Figure 1. Gate families picked out.
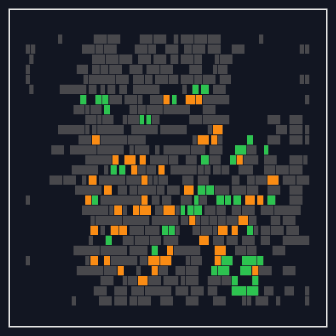
Figure 2. The metal 2 layer.
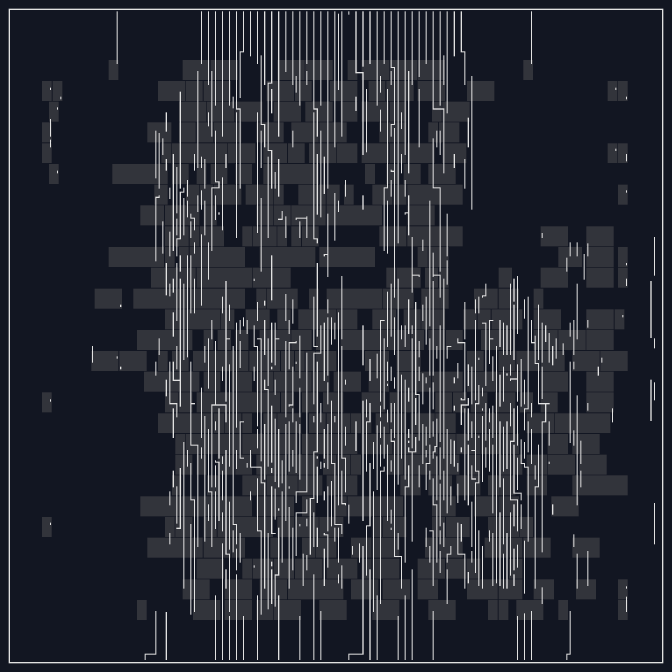
Figure 3. Clock network drawn from the DEF.
The bar under the picture is 20 um long.
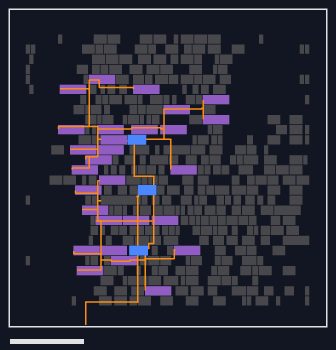
## config.mk

```make
export PLATFORM = sky130hd
export DESIGN_NAME = barrier_coordinator_flat
export DESIGN_NICKNAME = d
export VERILOG_FILES = /design/src/rtl/barrier_coordinator_if.sv /design/src/rtl/barrier_coordinator.sv /design/src/flat_wrapper.sv
export SDC_FILE = /design/constraint.sdc
export NUM_CORES = 1
export LEC_CHECK = 0
export CAP_MARGIN = 20
export CORE_MARGIN = 4
export CORE_UTILIZATION = 38
export DETAILED_ROUTE_END_ITERATION = 7
export PLACE_DENSITY = 0.79
export SETUP_SLACK_MARGIN = 0.02
export SYNTH_ARGS = -nofsm -noshare
export SYNTH_HDL_FRONTEND = slang
export SYNTH_SLANG_ARGS = --single-unit
export TNS_END_PERCENT = 30
```

## constraint.sdc

```tcl
create_clock -name clk_i -period 2.81 [get_ports clk_i]
set_input_delay 0.281 -clock clk_i [delete_from_list [all_inputs] [get_ports clk_i]]
set_output_delay 0.281 -clock clk_i [all_outputs]
set_load 0.03 [all_outputs]
```

## src/rtl/barrier_coordinator_if.sv

```systemverilog
// Ring-side signals of the barrier coordinator: incoming slot fields, outgoing slot fields,
// and the token request/grant pair.
interface barrier_coordinator_if;
    logic [31:0] ring_in;
    logic [3:0]  slot_type_in;
    logic [3:0]  source_in;
    logic [31:0] ring_out;
    logic [3:0]  slot_type_out;
    logic [3:0]  source_out;
    logic        drive_ring;
    logic        wants_token;
    logic        acquire_token;

    // Token handshake: wants_token is held high while a release is pending; the cycle in
    // which acquire_token is also high is the single cycle the coordinator drives the ring.
    modport slave (
        input  ring_in, slot_type_in, source_in, acquire_token,
        output ring_out, slot_type_out, source_out, drive_ring, wants_token
    );

    modport master (
        output ring_in, slot_type_in, source_in, acquire_token,
        input  ring_out, slot_type_out, source_out, drive_ring, wants_token
    );
endinterface

```

## src/rtl/barrier_coordinator.sv

```systemverilog
// Central barrier responder: gathers Arrive slots into a per-core mask and, once every
// expected core has arrived, takes the ring token to broadcast one Release with the generation.
module barrier_coordinator #(
    parameter logic [3:0] SLOT_ARRIVE  = 4'd8,
    parameter logic [3:0] SLOT_RELEASE = 4'd9,
    parameter int         GEN_W        = 8
) (
    input  logic                 clk_i,
    input  logic                 rst_i,
    input  logic [3:0]           which_core_i,
    input  logic [15:0]          expected_mask_i,
    input  logic                 clear_errors_i,
    barrier_coordinator_if.slave ring,
    output logic [GEN_W-1:0]     generation_o,
    output logic [15:0]          arrived_mask_o,
    output logic                 busy_o,
    output logic                 dup_error_o,
    output logic                 stray_error_o,
    output logic                 overrun_error_o,
    output logic [0:0]           state_o
);

    localparam logic [0:0] ST_COLLECT    = 1'b0;
    localparam logic [0:0] ST_WAIT_TOKEN = 1'b1;

    logic [0:0]       state_q, state_d;
    logic [15:0]      arrived_q, arrived_d;
    logic [GEN_W-1:0] gen_q, gen_d;
    logic             dup_q, dup_d;
    logic             stray_q, stray_d;
    logic             overrun_q, overrun_d;

    logic        arrive, stray_ev, dup_ev, accept, complete;
    logic        waiting, release_now, overrun_ev;
    logic [15:0] src_bit, next_mask;

    // The arrival payload carries nothing the coordinator needs.
    logic unused_ring;
    assign unused_ring = ^ring.ring_in;

    always_comb begin
        src_bit   = 16'b1 << ring.source_in;
        arrive    = (ring.slot_type_in == SLOT_ARRIVE);
        stray_ev  = arrive && ((src_bit & expected_mask_i) == 16'b0);
        dup_ev    = arrive && !stray_ev && ((src_bit & arrived_q) != 16'b0);
        accept    = arrive && !stray_ev && !dup_ev;
        next_mask = arrived_q | src_bit;
        complete  = accept && (expected_mask_i != 16'b0) && (next_mask == expected_mask_i);
    end

    // Reset masks the token outputs immediately, before the state register clears.
    assign waiting     = (state_q == ST_WAIT_TOKEN) && !rst_i;
    assign release_now = waiting && ring.acquire_token;

    always_comb begin
        state_d    = state_q;
        gen_d      = gen_q;
        overrun_ev = 1'b0;
        arrived_d  = arrived_q;
        if (complete) begin
            arrived_d = 16'b0;
        end else if (accept) begin
            arrived_d = next_mask;
        end
        case (state_q)
            ST_COLLECT: begin
                if (complete) begin
                    state_d = ST_WAIT_TOKEN;
                end
            end
            ST_WAIT_TOKEN: begin
                // A completion in the grant cycle belongs to the generation after this release.
                if (release_now) begin
                    gen_d   = gen_q + 1'b1;
                    state_d = complete ? ST_WAIT_TOKEN : ST_COLLECT;
                end else if (complete) begin
                    overrun_ev = 1'b1;
                end
            end
            default: state_d = ST_COLLECT;
        endcase
        dup_d     = dup_ev     | (dup_q     & ~clear_errors_i);
        stray_d   = stray_ev   | (stray_q   & ~clear_errors_i);
        overrun_d = overrun_ev | (overrun_q & ~clear_errors_i);
    end

    always_ff @(posedge clk_i) begin
        if (rst_i) begin
            state_q   <= ST_COLLECT;
            arrived_q <= 16'b0;
            gen_q     <= '0;
            dup_q     <= 1'b0;
            stray_q   <= 1'b0;
            overrun_q <= 1'b0;
        end else begin
            state_q   <= state_d;
            arrived_q <= arrived_d;
            gen_q     <= gen_d;
            dup_q     <= dup_d;
            stray_q   <= stray_d;
            overrun_q <= overrun_d;
        end
    end

    assign ring.wants_token   = waiting;
    assign ring.drive_ring    = release_now;
    assign ring.ring_out      = release_now ? 32'(gen_q) : 32'b0;
    assign ring.slot_type_out = release_now ? SLOT_RELEASE : 4'b0;
    assign ring.source_out    = release_now ? which_core_i : 4'b0;

    assign generation_o    = gen_q;
    assign arrived_mask_o  = arrived_q;
    assign busy_o          = (state_q == ST_WAIT_TOKEN);
    assign dup_error_o     = dup_q;
    assign stray_error_o   = stray_q;
    assign overrun_error_o = overrun_q;
    assign state_o         = state_q;

endmodule

```

## src/flat_wrapper.sv

```systemverilog
// flat-port wrapper written by rule: the top's interface ports become plain ports
module barrier_coordinator_flat 
#(
    parameter logic [3:0] SLOT_ARRIVE  = 4'd8,
    parameter logic [3:0] SLOT_RELEASE = 4'd9,
    parameter int         GEN_W        = 8
)
  (clk_i, rst_i, which_core_i, expected_mask_i, clear_errors_i, generation_o, arrived_mask_o, busy_o, dup_error_o, stray_error_o, overrun_error_o, state_o, ring_ring_in, ring_slot_type_in, ring_source_in, ring_acquire_token, ring_ring_out, ring_slot_type_out, ring_source_out, ring_drive_ring, ring_wants_token);
  barrier_coordinator_if ring_i ();
  input  logic clk_i;
  input  logic rst_i;
  input  logic [3:0] which_core_i;
  input  logic [15:0] expected_mask_i;
  input  logic clear_errors_i;
  output logic [GEN_W-1:0] generation_o;
  output logic [15:0] arrived_mask_o;
  output logic busy_o;
  output logic dup_error_o;
  output logic stray_error_o;
  output logic overrun_error_o;
  output logic [0:0] state_o;
  input wire logic [$bits(ring_i.ring_in)-1:0] ring_ring_in;
  input wire logic [$bits(ring_i.slot_type_in)-1:0] ring_slot_type_in;
  input wire logic [$bits(ring_i.source_in)-1:0] ring_source_in;
  input wire logic [$bits(ring_i.acquire_token)-1:0] ring_acquire_token;
  output wire logic [$bits(ring_i.ring_out)-1:0] ring_ring_out;
  output wire logic [$bits(ring_i.slot_type_out)-1:0] ring_slot_type_out;
  output wire logic [$bits(ring_i.source_out)-1:0] ring_source_out;
  output wire logic [$bits(ring_i.drive_ring)-1:0] ring_drive_ring;
  output wire logic [$bits(ring_i.wants_token)-1:0] ring_wants_token;
  assign ring_i.ring_in = ring_ring_in;
  assign ring_i.slot_type_in = ring_slot_type_in;
  assign ring_i.source_in = ring_source_in;
  assign ring_i.acquire_token = ring_acquire_token;
  assign ring_ring_out = ring_i.ring_out;
  assign ring_slot_type_out = ring_i.slot_type_out;
  assign ring_source_out = ring_i.source_out;
  assign ring_drive_ring = ring_i.drive_ring;
  assign ring_wants_token = ring_i.wants_token;
  barrier_coordinator #(.SLOT_ARRIVE(SLOT_ARRIVE), .SLOT_RELEASE(SLOT_RELEASE), .GEN_W(GEN_W)) u_core (.clk_i(clk_i), .rst_i(rst_i), .which_core_i(which_core_i), .expected_mask_i(expected_mask_i), .clear_errors_i(clear_errors_i), .ring(ring_i), .generation_o(generation_o), .arrived_mask_o(arrived_mask_o), .busy_o(busy_o), .dup_error_o(dup_error_o), .stray_error_o(stray_error_o), .overrun_error_o(overrun_error_o), .state_o(state_o));
endmodule
```

==> results_slide.txt <==
Run Summary

Layout
  – Post-route cell area: 3130 um^2
  – Layout Utilization: 55.5%
  – Total area of sequential cells: 561 um^2
  – Seq_cells: 28
  – Share of cells above drive strength 1: 11.1%
  – Leading cell kind: multi-input combinational cells
  – Non-clock inverter count in the final layout: 13
  – Nets: 427
  – Final clock-cell share: 2.28%
  – Filler cells: 508

Routing
  – Residual DRC count: 0
  – Remaining antenna violation count after routing: 0
  – Met3 wire len: 676 um
  – Drt first pass iters: 4
  – Met2 WL: 3380 um
  – DR WL/cell: 15.9 um

Logic synthesis
  – Most frequent cells after synthesis: 29 x sky130_fd_sc_hd__buf_4, 28 x sky130_fd_sc_hd__dfxtp_1, 21 x sky130_fd_sc_hd__nand3_1, 21 x sky130_fd_sc_hd__nor2_1, 16 x sky130_fd_sc_hd__a21oi_1
  – Netlist Area Pre-Place: 2280 um^2
  – Cell type contributing the most total cell area after synthesis: sky130_fd_sc_hd__dfxtp_1
  – Instance count of the mapped netlist: 286
  – Proportion of synthesized chip area in sequential cells: 24.6%
  – Ys flop type: sky130_fd_sc_hd__dfxtp_1
  – Number of different library cells in the post-synthesis netlist: 56
  – Post-synth top area share: 24.6%
  – Mean instance size in the synthesized netlist: 7.96 um^2

Global route
  – GRT Util Overall: 17.9%
  – First-pass GRT wire length: 10,700 um
  – GRT met3 Usage: 3.40%

Placed design
  – Post-Place Worst Slack: 109 ps
  – Placed inst area: 3060 um^2
  – Number of port buffers: 76
  – Number of instances in the placed design: 429

Timing
  – Setup total negative slack: 0 ps
  – Min cycle time layout: 2480 ps
  – Worst clock skew on the final layout: 6.58 ps
  – Final Setup Violations: 0
  – Max-slew violation total from the final report: 0
  – Max Fclk: 403 MHz
  – Minimum hold slack: 511 ps

Floorplanning
  – Die x size: 85.4 um
  – Number of primary I/O pins: 135
  – Die area: 7290 um^2

Outcome
  – Run status: finished clean

Power and ir drop
  – Worst vdd ir: 0.188 mV

Clocking
  – Master cell of the clock root buffer: sky130_fd_sc_hd__clkbuf_8
  – Latency at later pin: 280 ps
  – H-tree depth: 1

Flow run
  – Number of logged tool warnings: 58
-- Figure 1 (at the start) --
color	family	cells	most used
orange	inverting AOI/OAI gates	45	a21oi_1
green	NAND gates	42	nand3_1
final cell count without fillers: 433
combinational fraction of the cell area: 45.6%
highest-count logic cell in the final layout: sky130_fd_sc_hd__clkdlybuf4s50_1

-- Figure 2 (at the start) --
nets with wire on the layer	366
wire length on this layer	3,380 um
longest straight run	30.9 um
vias post-DR: 2,379
routing usage on met2: 30.3%
drt total wl: 6880 um

-- Figure 3 (at the start) --
[orange] clock wires | length: 327 um
[blue] cells driving clock nets | count: 3
[purple] flip-flops | count: 28
routed clock nets	4

state kept, by name (all words and copies together), names as in the netlist:
register and cells:
u_core.arrived_mask_o 16, u_core.busy_o 1, u_core.dup_error_o 1, u_core.generation_o 8, u_core.overrun_error_o 1, u_core.stray_error_o 1
final timing paths:
path,start,endpoint,slack (ps),cells past startpoint
setup / recovery,ring_source_in[0],u_core.arrived_mask_o[6]$_SDFFE_PP0P_,330,9
hold / removal,u_core.overrun_error_o$_SDFF_PP0_,u_core.overrun_error_o$_SDFF_PP0_,510,2
setup reg to reg,u_core.arrived_mask_o[5]$_SDFFE_PP0P_,u_core.arrived_mask_o[6]$_SDFFE_PP0P_,700,7
hold reg to reg,u_core.overrun_error_o$_SDFF_PP0_,u_core.overrun_error_o$_SDFF_PP0_,510,2
where the power goes:
part	internal (W)	leakage [nW]	switching, W
clock	0.000191	0.0357	0.000127
combinational	0.000101	0.956	0.000140
sequential	0.000397	0.225	0.000000696
critical path, cell delays in order:
cell                              delay [ps]
sky130_fd_sc_hd__clkdlybuf4s50_1         510
sky130_fd_sc_hd__buf_12                  150
sky130_fd_sc_hd__mux2_2                  330
sky130_fd_sc_hd__a221oi_1                380
sky130_fd_sc_hd__o2111a_1                330
sky130_fd_sc_hd__o211a_1                 210
sky130_fd_sc_hd__buf_4                   220
sky130_fd_sc_hd__nand3_1                 130
sky130_fd_sc_hd__a21oi_1                 150
logic make-up (layout without fill, tap and decap cells):
family / after synthesis / in the layout / share of synthesized area (%)
flip-flops: 28 / 28 / 24.6
adder cells (fa/ha/maj): 1 / 1 / 0.550
other: 1 / 26 / 0.165
AND-OR/OR-AND: 54 / 54 / 16.3
AND/OR/NAND/NOR: 120 / 120 / 32.5
buffers and inverters: 61 / 111 / 16.8
multiplexers: 9 / 9 / 4.34
XOR/XNOR: 12 / 12 / 4.62
No activity file was given, so power comes from the tool's default toggle rates.
